**config.mk**
```make
export PLATFORM = sky130hd
export DESIGN_NAME = pipe_stage_reg
export DESIGN_NICKNAME = d
export VERILOG_FILES = /design/src/rtl/pipe_stage_reg.sv
export SDC_FILE = /design/constraint.sdc
export NUM_CORES = 1
export LEC_CHECK = 0
export CAP_MARGIN = 20
export CORE_AREA = 2 2 135 137
export CTS_CLUSTER_SIZE = 10
export DETAILED_ROUTE_END_ITERATION = 10
export DIE_AREA = 0 0 137 139
export DONT_BUFFER_PORTS = 1
export PLACE_DENSITY = 0.53
export SLEW_MARGIN = 5
export SYNTH_ARGS = -nofsm -noshare
export SYNTH_HDL_FRONTEND = slang
export SYNTH_SLANG_ARGS = --single-unit
```
**constraint.sdc**
```tcl
create_clock -name clk -period 17.7 [get_ports clk]
set_clock_uncertainty 0.2 [all_clocks]
set_input_delay 3.54 -clock clk [delete_from_list [all_inputs] [get_ports clk]]
set_output_delay 3.54 -clock clk [all_outputs]
set_load 0.1 [all_outputs]
```
**src/rtl/pipe_stage_reg.sv**
```systemverilog
// pipe_stage_reg: elastic valid/ready pipeline-stage register with synchronous
// flush and a saturating count of entries killed by flush.
// Build option: define PIPE_STAGE_SKID_EN to add a skid entry. The skid entry
// makes in_ready come straight from a register, which breaks the combinational
// out_ready -> in_ready path.
module pipe_stage_reg #(
  parameter int unsigned DATA_W = 160,
  parameter int unsigned CNT_W  = 16
) (
  input  logic              clk,
  input  logic              reset,
  input  logic              flush,
  input  logic              in_valid,
  output logic              in_ready,
  input  logic [DATA_W-1:0] in_data,
  output logic              out_valid,
  input  logic              out_ready,
  output logic [DATA_W-1:0] out_data,
  output logic [1:0]        occupancy,
  output logic [CNT_W-1:0]  drop_count
);

  localparam int unsigned SUM_W = CNT_W + 1;
  localparam logic [CNT_W-1:0] CNT_MAX = '1;

  // Main entry
  logic              mv_q, mv_d;
  logic [DATA_W-1:0] md_q, md_d;
  logic [CNT_W-1:0]  drop_q, drop_d;

  logic              sv_w;
  logic              in_fire;
  logic              out_fire;
  logic [1:0]        held_cnt;
  logic [SUM_W-1:0]  drop_sum;

`ifdef PIPE_STAGE_SKID_EN
  // Skid entry; it only ever fills while the main entry is stalled
  logic              sv_q, sv_d;
  logic [DATA_W-1:0] sd_q, sd_d;

  assign sv_w     = sv_q;
  assign in_ready = ~sv_q;
`else
  assign sv_w     = 1'b0;
  assign in_ready = ~mv_q | out_ready;
`endif

  assign in_fire    = in_valid & in_ready;
  assign out_fire   = mv_q & out_ready;
  assign held_cnt   = {1'b0, mv_q} + {1'b0, sv_w};
  assign drop_sum   = {1'b0, drop_q} + SUM_W'(held_cnt);

  assign out_valid  = mv_q;
  assign out_data   = md_q;
  assign occupancy  = held_cnt;
  assign drop_count = drop_q;

  // Next-state: flush, then refill M (skid first, FIFO order), then capture into S
  always_comb begin
    mv_d   = mv_q;
    md_d   = md_q;
    drop_d = drop_q;
`ifdef PIPE_STAGE_SKID_EN
    sv_d   = sv_q;
    sd_d   = sd_q;
`endif
    if (flush) begin
      mv_d   = 1'b0;
      md_d   = '0;
`ifdef PIPE_STAGE_SKID_EN
      sv_d   = 1'b0;
      sd_d   = '0;
`endif
      drop_d = drop_sum[CNT_W] ? CNT_MAX : drop_sum[CNT_W-1:0];
    end else if (out_fire || !mv_q) begin
`ifdef PIPE_STAGE_SKID_EN
      if (sv_q) begin
        mv_d = 1'b1;
        md_d = sd_q;
        sv_d = 1'b0;
      end else
`endif
      if (in_fire) begin
        mv_d = 1'b1;
        md_d = in_data;
      end else begin
        mv_d = 1'b0;
      end
    end
`ifdef PIPE_STAGE_SKID_EN
    else if (in_fire) begin
      sv_d = 1'b1;
      sd_d = in_data;
    end
`endif
  end

  // State registers; reset discards entries without counting them
  always_ff @(posedge clk or posedge reset) begin
    if (reset) begin
      mv_q   <= 1'b0;
      md_q   <= '0;
      drop_q <= '0;
`ifdef PIPE_STAGE_SKID_EN
      sv_q   <= 1'b0;
      sd_q   <= '0;
`endif
    end else begin
      mv_q   <= mv_d;
      md_q   <= md_d;
      drop_q <= drop_d;
`ifdef PIPE_STAGE_SKID_EN
      sv_q   <= sv_d;
      sd_q   <= sd_d;
`endif
    end
  end

endmodule

```
Run 1, placement by cell class:
The bar under the picture is 50 µm long. Fill, decap, tap and diode cells in gray.
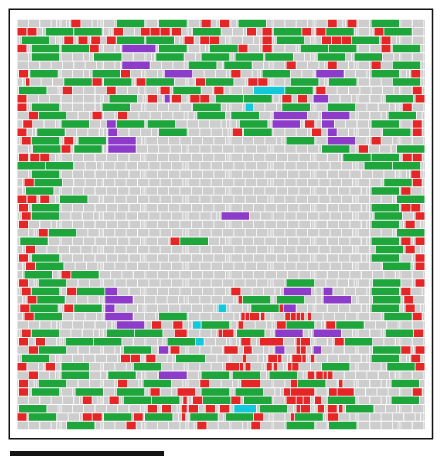
| class | color | cells | share of their area |
|---|---|---|---|
| clock drivers and dummy loads | purple | 32 | 8.7% |
| sequential cells | green | 177 | 63% |
| remaining buffers and delay cells | cyan | 6 | 1.1% |
| combinational and other logic | red | 227 | 27% |
design area: 7260 µm²
Core Region: 17700 µm²
Cell Rows: 49
Final Util: 41.1%

Run 1, placed standard cells:
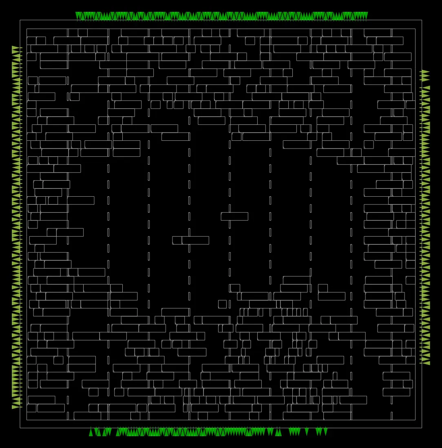
fin cells: 671
Seq/total area: 61.0%
Flops: 177

==> Changelog: implementation, run 1 <==
## Implementation

* # hold bufs at CTS at 0
* Cell Type Count at 34
* Initial antenna violation count at 0
* Setup repair bufs after CTS at 0
* Clock Root Buffer: clkbuf_16
* Outcome: finished, final reports clean
* Vias in the first global route at 3949
* Hpwl dp at 10400 µm
* DRT antenna net count at 0
* Async SR Flop Fraction at 100%
* Least-Margin Pin Slew at approximately 1.1 ns
* Num Clock Sinks at 177
* Post-CTS Resized at 0
* Vias per Instance at 5.67
* Fin. max-slew vios at 0
* Cells after Synth at 442
* Clock buffer depth at 2
* Die H at ~140 µm
* Max Freq at about 0.13 GHz
* Clock slew at reported path FFs at roughly 0.07 ns
* H-tree level count at 4
* Syn avg cell area at 14.6 µm²
* Layout area overhead at 12.4%
* Layout net count at 596
* Total tool warning count at 32
* Hold_ws at 0.892 ns
* Max-cap violations at 0
* Diode count at 0
* Port bufs at 0
* EDFF count, synth at 0
* DRC Markers at 0
* Die X at approximately 140 µm
* DRT Pass-1 Iters at 4
* Fin crit period at 7.79 ns
* CP required at around 14 ns
* Total CTS buffers at 17
* Highest-delay cell along the critical path: nand2b_2
* Critical path arrival at 4.05 ns
* RSZ-0062 raised after global routing: no
Run 1, M1 wires:
Supply wires on this layer in gray.
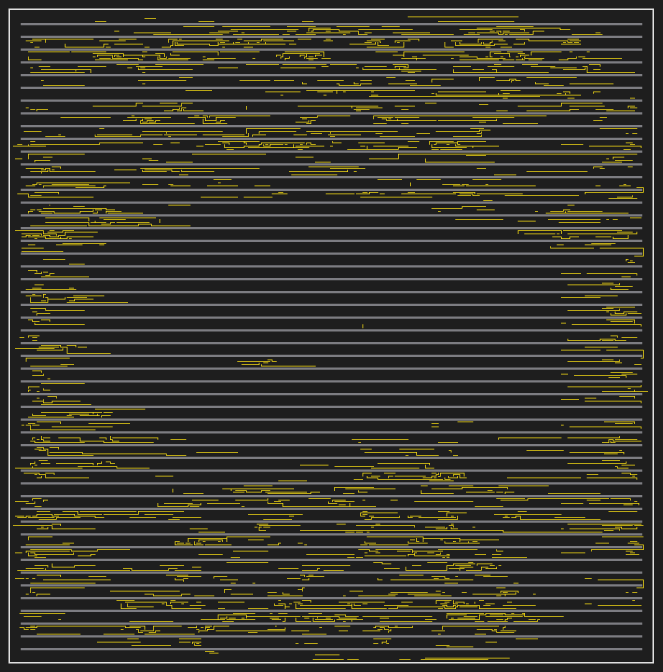
share of all routed wire: 39%
main direction: horizontal
longest straight run: 50.8 µm
wire length on this layer: 6000 µm
met1 Use GR: 19.2%
DRT Wirelength: 15400 µm
via count: 3807

Run 1, signal metal coverage by tile:
The die is cut into 27 by 28 equal tiles; black is low, pale yellow is high, scaled to the fullest tile. Values are wire area over tile area, all layers added.
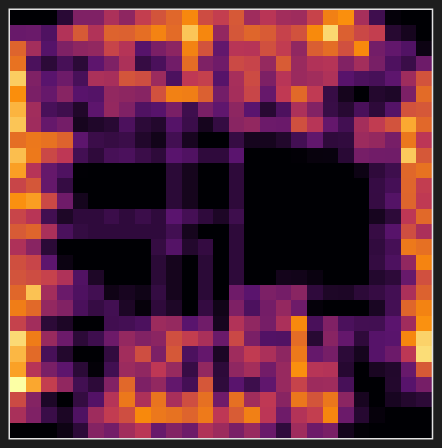
fullest tile: 0.46
nearly empty tiles: 20%
mean over tiles: 0.13
Global Route Usage Sum: 15.9%
routed wire length per instance: 22.9 µm

-- run 1: cell usage after synthesis, types with 2 or more instances --
library cell	number	share of area, %
clkbuf_1	13	0.76
o21ai_0	3	0.23
nand3_1	2	0.15
inv_1	3	0.17
dfrtp_1	177	69
xnor2_1	7	0.95
buf_2	21	1.6
nor4_1	4	0.39
nand4_1	3	0.29
nand2_1	18	1.0
a22o_1	160	22
buf_4	3	0.35
nor3_1	2	0.15
ha_1	2	0.39
nor2_1	5	0.29
-- run 1: routing by layer --
metal / vias to the layer above / track usage [%] / routed length, µm
met4: 0 / 6.19 / 309
met3: 22 / 5.63 / 1340
met5: - / 0 / 0
met2: 217 / 25.8 / 7710
met1: 1924 / 19.2 / 6000
li1: 1644 / - / -
-- run 1: cell usage in the layout (no fill, tap or decap), types with 2 or more instances in the layout --
cell / count
nand2_1: 18
nand3_1: 2
ha_1: 2
clkbuf_16: 17
bufinv_16: 2
inv_8: 3
nor3_1: 2
nand4_1: 3
nor2_1: 5
a22o_1: 160
inv_6: 7
nor4_1: 4
o21ai_0: 3
xnor2_1: 7
buf_4: 4
inv_1: 2
dfrtp_1: 176
-- run 1: layout make-up --
class	instances	area, µm²	share of cell area, %
Clock buffer	18	439	6.05
Clock inverter	14	168	2.31
Inverter	3	16.3	0.224
Multi-Input combinational cell	224	1850	25.4
Sequential cell	177	4430	61.0
Tap cell	229	287	3.94
Timing Repair Buffer	6	77.6	1.07
-- run 1: metrics by stage --
stage,worst slack [ns],area (µm²),instances
2_1_floorplan,9.16,6460,442
3_3_place_gp,9.92,6610,637
3_5_place_dp,9.92,6610,637
4_1_cts,9.92,7220,669
5_1_grt,9.91,7260,671
6_report,9.91,7260,671
-- run 1: report_power, final --
part | total, mW | internal (mW) | switching, mW
combinational | 0.0568 | 0.0241 | 0.0327
sequential | 0.661 | 0.426 | 0.235
clock | 0.385 | 0.218 | 0.167
total | 1.10 | 0.668 | 0.435
-- run 1: state kept, by name (all words and copies together) (netlist names) --
| signal | count |
|---|---|
| drop_count | 16 |
| out_valid | 1 |
| out_data | 160 |
-- run 1: path summary, 6_finish.rpt --
kind	from	endpoint	slack, ns	cells past startpoint
setup / recovery	out_ready	in_ready	9.91	1
max in group asynchronous	reset	out_valid$_DFFE_PP0P_	12.86	2
hold / removal	drop_count[10]$_DFFE_PP0P_	drop_count[10]$_DFFE_PP0P_	0.89	2
min in group asynchronous	reset	out_data[88]$_DFFE_PP0P_	2.96	1
setup reg to reg	out_valid$_DFFE_PP0P_	out_data[36]$_DFFE_PP0P_	14.06	6
hold reg to reg	drop_count[10]$_DFFE_PP0P_	drop_count[10]$_DFFE_PP0P_	0.89	2
-- run 1: kinds of logic after synthesis --
family                     after synthesis  share of synthesized area, %
muxes                                    2                         0.387
DFF                                    177                          68.5
adders and majority gates                2                         0.387
and+or+nand+nor                         42                          3.83
xor gates and xnor gates                 8                          1.08
other                                    1                        0.0580
AOI/OAI and AO/OA                      169                          22.6
buffers and inverters                   41                          3.08
Run 1, metal layers overlaid:
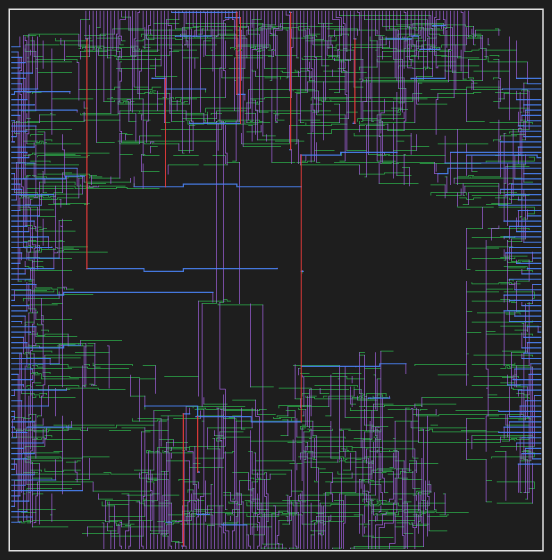

==> inputs of run 2 (changes only) <==
==> constraint.sdc (replaced) <==
create_clock -name clk -period 7.4 [get_ports clk]
set_clock_uncertainty 0.2 [all_clocks]
set_input_delay 1.48 -clock clk [delete_from_list [all_inputs] [get_ports clk]]
set_output_delay 1.48 -clock clk [all_outputs]
set_load 0.1 [all_outputs]
Run 2, metal layers overlaid:
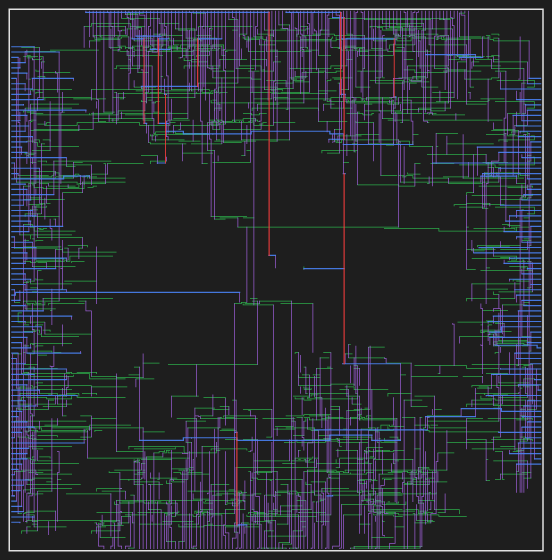
| layer | color | wire length |
|---|---|---|
| metal 4 | red | 276 µm |
| metal 1 | green | 5880 µm |
| metal 2 | purple | 7790 µm |
| metal 3 | blue | 1470 µm |
Global Route Usage Sum: 15.7%
DRT Wirelength: 15400 µm

Run 2, placement by cell class:
The bar under the picture is 50 µm long. Fill, decap, tap and diode cells in gray.
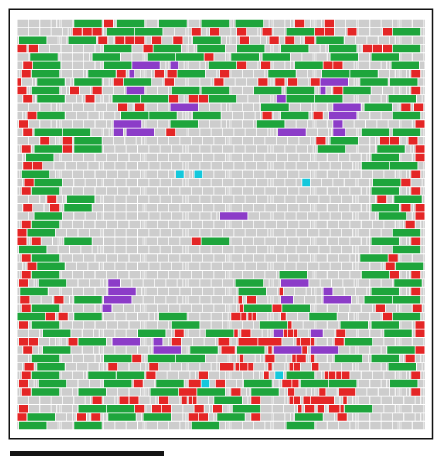
| class | color | cells | share of their area |
|---|---|---|---|
| combinational and other logic | red | 227 | 27% |
| sequential cells | green | 177 | 64% |
| remaining buffers and delay cells | cyan | 5 | 0.54% |
| clock drivers and dummy loads | purple | 32 | 8.2% |
design area: 7180 µm²
Seq/total area: 61.7%
Final Util: 40.7%

Run 2, M1 wires:
Supply wires on this layer in gray.
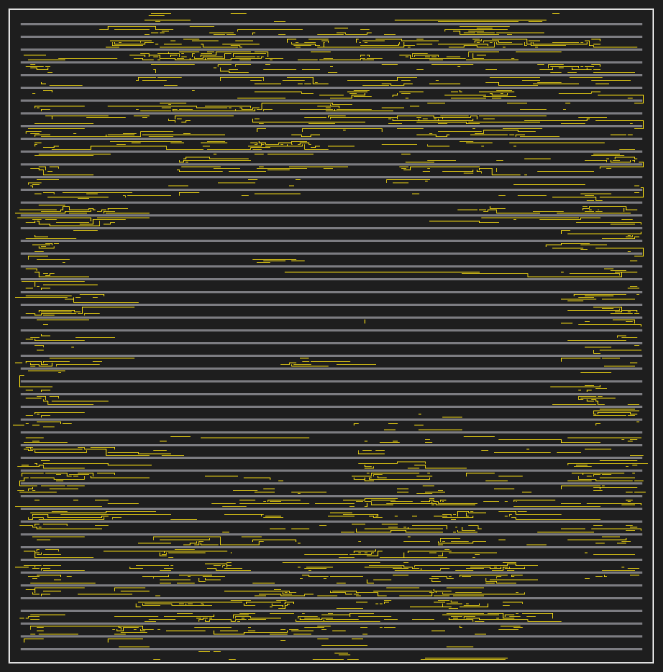
longest straight run: 41.4 µm
main direction: horizontal
nets with wire on the layer: 484
share of all routed wire: 38%
wire length on this layer: 5880 µm
via count: 3825
met1 Use GR: 18.8%

==> run 2 against run 1 <==
Effect of this change: critical path depth rose by 3; register-to-register slack got worse by 10 ns; count of clock-buffer cells in the layout fell by 1; first-iteration DRC count rose by 4.1%; hold slack got worse by 0.0048 ns; highest routed layer unchanged; critical endpoint is now out_data[23]$_DFFE_PP0P_; via count rose by 0.47%; area after synthesis did not move; non-clock buffer count fell by 1; total power rose by 130%; sequential power rose by 140%; critical path type is now flip-flop to flip-flop; synthesized cell count did not move.
==> Changelog: implementation, run 2 <==
## Implementation

* Area of the multi-input gates at 1850 µm² (unchanged)
* Least-Margin Pin Slew at 1.12 ns (+0.00340 ns)
* Slowest stage delay, CP at 1.04 ns
* DP Worst Slack at 3.13 ns (-6.79 ns)
* Peak supply drop at 0.000142 V
* Final Cycle Share at 51.6%
* Core Region at 17700 µm² (unchanged)
* FF+latch area at 4430 µm² (unchanged)
* Final hold vios at 0
* Clock slew at reported path FFs at 0.07 ns (about the same)
* Vias in the first global route at 3923 (-0.66%)
* Fin. max-slew vios at 0 (unchanged)
* Num Clock Sinks at 177 (unchanged)
* Critical setup path kind: flip-flop to flip-flop
* DRT Pass-1 Iters at 4 (unchanged)
* Seq cells post-synth at 177
* Cells after Synth at 442 (unchanged)
* Synth top area cells: dfrtp_1 (69%), a22o_1 (22%), buf_2 (1.6%), nand2_1 (1.0%), xnor2_1 (0.95%)
* PnR worst setup slack at 3.58 ns (-6.33 ns)
* Yosys Chip Area at between 6000 and 7000 µm²
* DRC Markers at 0 (unchanged)
* Max reg flops at 160 (unchanged)
* FF-to-FF setup slack at 3.58 ns (-10.48 ns)
* Diode count at 0 (unchanged)
* Clock buffer depth at 2 (unchanged)
* Outcome: finished, final reports clean
* Max-cap violations at 0 (unchanged)
* Fin crit period at ~3.8 ns
* Cell Rows at 49 (unchanged)
* Fin cells at 670 (-0.15%)
* H-tree level count at 4 (unchanged)
* Pwr/cell area at 358 nW/µm²
* Most numerous logic cell after layout: dfrtp_1
* Leakage Power at about 3.5 nW
* Initial antenna violation count at 0 (unchanged)
* Post-CTS Resized at 0 (unchanged)
* Vias per Instance at 5.71 (+0.62%)
* Commonest flop: dfrtp_1
* CP required at 7.56 ns (-6.40 ns)
* Total CTS buffers at 17 (unchanged)
* CP max FO at 79
* Dpl cells at 638 (+0.16%)
* # hold bufs at CTS at 0 (unchanged)
* Synth Cell Area at 6460 µm²
* Port bufs at 0 (unchanged)
* Syn avg cell area at 14.6 µm² (unchanged)
* FP Util at 36.6%
* # setup viols final at 0
* First-pass GRT wire length at 22900 µm
* Layout area overhead at 11.2%
* DRT antenna net count at 0 (unchanged)
* Cell Type Count at 34 (unchanged)
* Routed wire length per instance at 23.0 µm (+0.46%)
* Worst Hold Class: primary input to asynchronous set/reset pin
* Layout net count at 595 (-0.17%)
* Most frequent cells in the layout: dfrtp_1 (176), a22o_1 (160), nand2_1 (18)
* RSZ-0062 raised after global routing: no
* Die H at 139 µm (unchanged)
* Async SR Flop Fraction at 100% (unchanged)
* Hpwl dp at 10500 µm (+1.1%)
* Max Freq at 0.262 GHz
* Area leader share at 68.5% (unchanged)
* Largest area contributor in the netlist: dfrtp_1
* Gpl congestion at 0.803
* Die X at 137 µm (unchanged)
* Clock Root Buffer: clkbuf_16
* Setup repair bufs after CTS at 0 (unchanged)
* EDFF count, synth at 0 (unchanged)
* Yosys Warn Count at 0
* Hold_ws at 0.888 ns (-0.00479 ns)
* Final total power at 2.57 mW
* CP endpoint kind: flip-flop
* Layout cells sized above 1 at about 11%
* Chip area at 19000 µm²
* Slew margin rel. at roughly a quarter
* I/O pins at around 350
* Top-count cell post-synth: dfrtp_1
* Critical path arrival at 3.98 ns (-0.07 ns)
* Total tool warning count at 29 (-9.4%)
* Placement-stage cell area at 6620 µm² (+0.11%)
* Highest-delay cell along the critical path: dfrtp_2
* # Cells Yosys at approximately 440
* Top post-synthesis cells by count: dfrtp_1 (177), a22o_1 (160), buf_2 (21)
* Late-Pin Clk Latency at 0.42 ns
* Setup TNS at 0 ns
* CP Launch Type: flip-flop
## run 2: cell type report
type | count | area share [%]
clock buffers | 17 | 5.92
clock inverters | 15 | 1.95
inverters | 3 | 0.226
multi-input cells | 224 | 25.7
flip-flops and latches | 177 | 61.7
well taps | 229 | 3.99
repair buffers | 5 | 0.523
## run 2: cells by family after synthesis
kind of cell / Yosys count / synth area share [%]
fa+ha+maj: 2 / 0.387
compound gates: 169 / 22.6
simple gates: 42 / 3.83
buf+inv: 41 / 3.08
flops: 177 / 68.5
xor+xnor: 8 / 1.08
other cells: 1 / 0.0580
mux: 2 / 0.387
## run 2: final timing paths
check	to	depth (start not counted)	startpoint
worst max-delay path	out_data[23]$_DFFE_PP0P_	4	out_valid$_DFFE_PP0P_
worst min-delay path	out_data[97]$_DFFE_PP0P_	1	reset
worst max register to register	out_data[23]$_DFFE_PP0P_	4	out_valid$_DFFE_PP0P_
worst min register to register	drop_count[11]$_DFFE_PP0P_	1	drop_count[11]$_DFFE_PP0P_
max in group asynchronous	out_valid$_DFFE_PP0P_	2	reset
min in group clk	out_valid$_DFFE_PP0P_	1	flush
## run 2: where the power goes
group	switching [mW]	leakage [nW]	total, mW	internal (mW)
Clock	0.409	0.280	0.856	0.447
Sequential	0.562	2.36	1.58	1.02
Combinational	0.0777	0.820	0.132	0.0546
## run 2: routing by layer
layer	part of all wire (%)	GRT usage, %
met1	38	18.8
met2	51	25.7
met3	9.5	6.10
met4	1.8	5.53
met5	0	0
## run 2: worst max-delay path: cells and delay by family (launching register included)
kind            cells  cell delay (ns)
compound gates      2             1.07
flops               1             1.04
buf+inv             1             0.73
simple gates        1             0.63
No activity file was given, so power comes from the tool's default toggle rates.
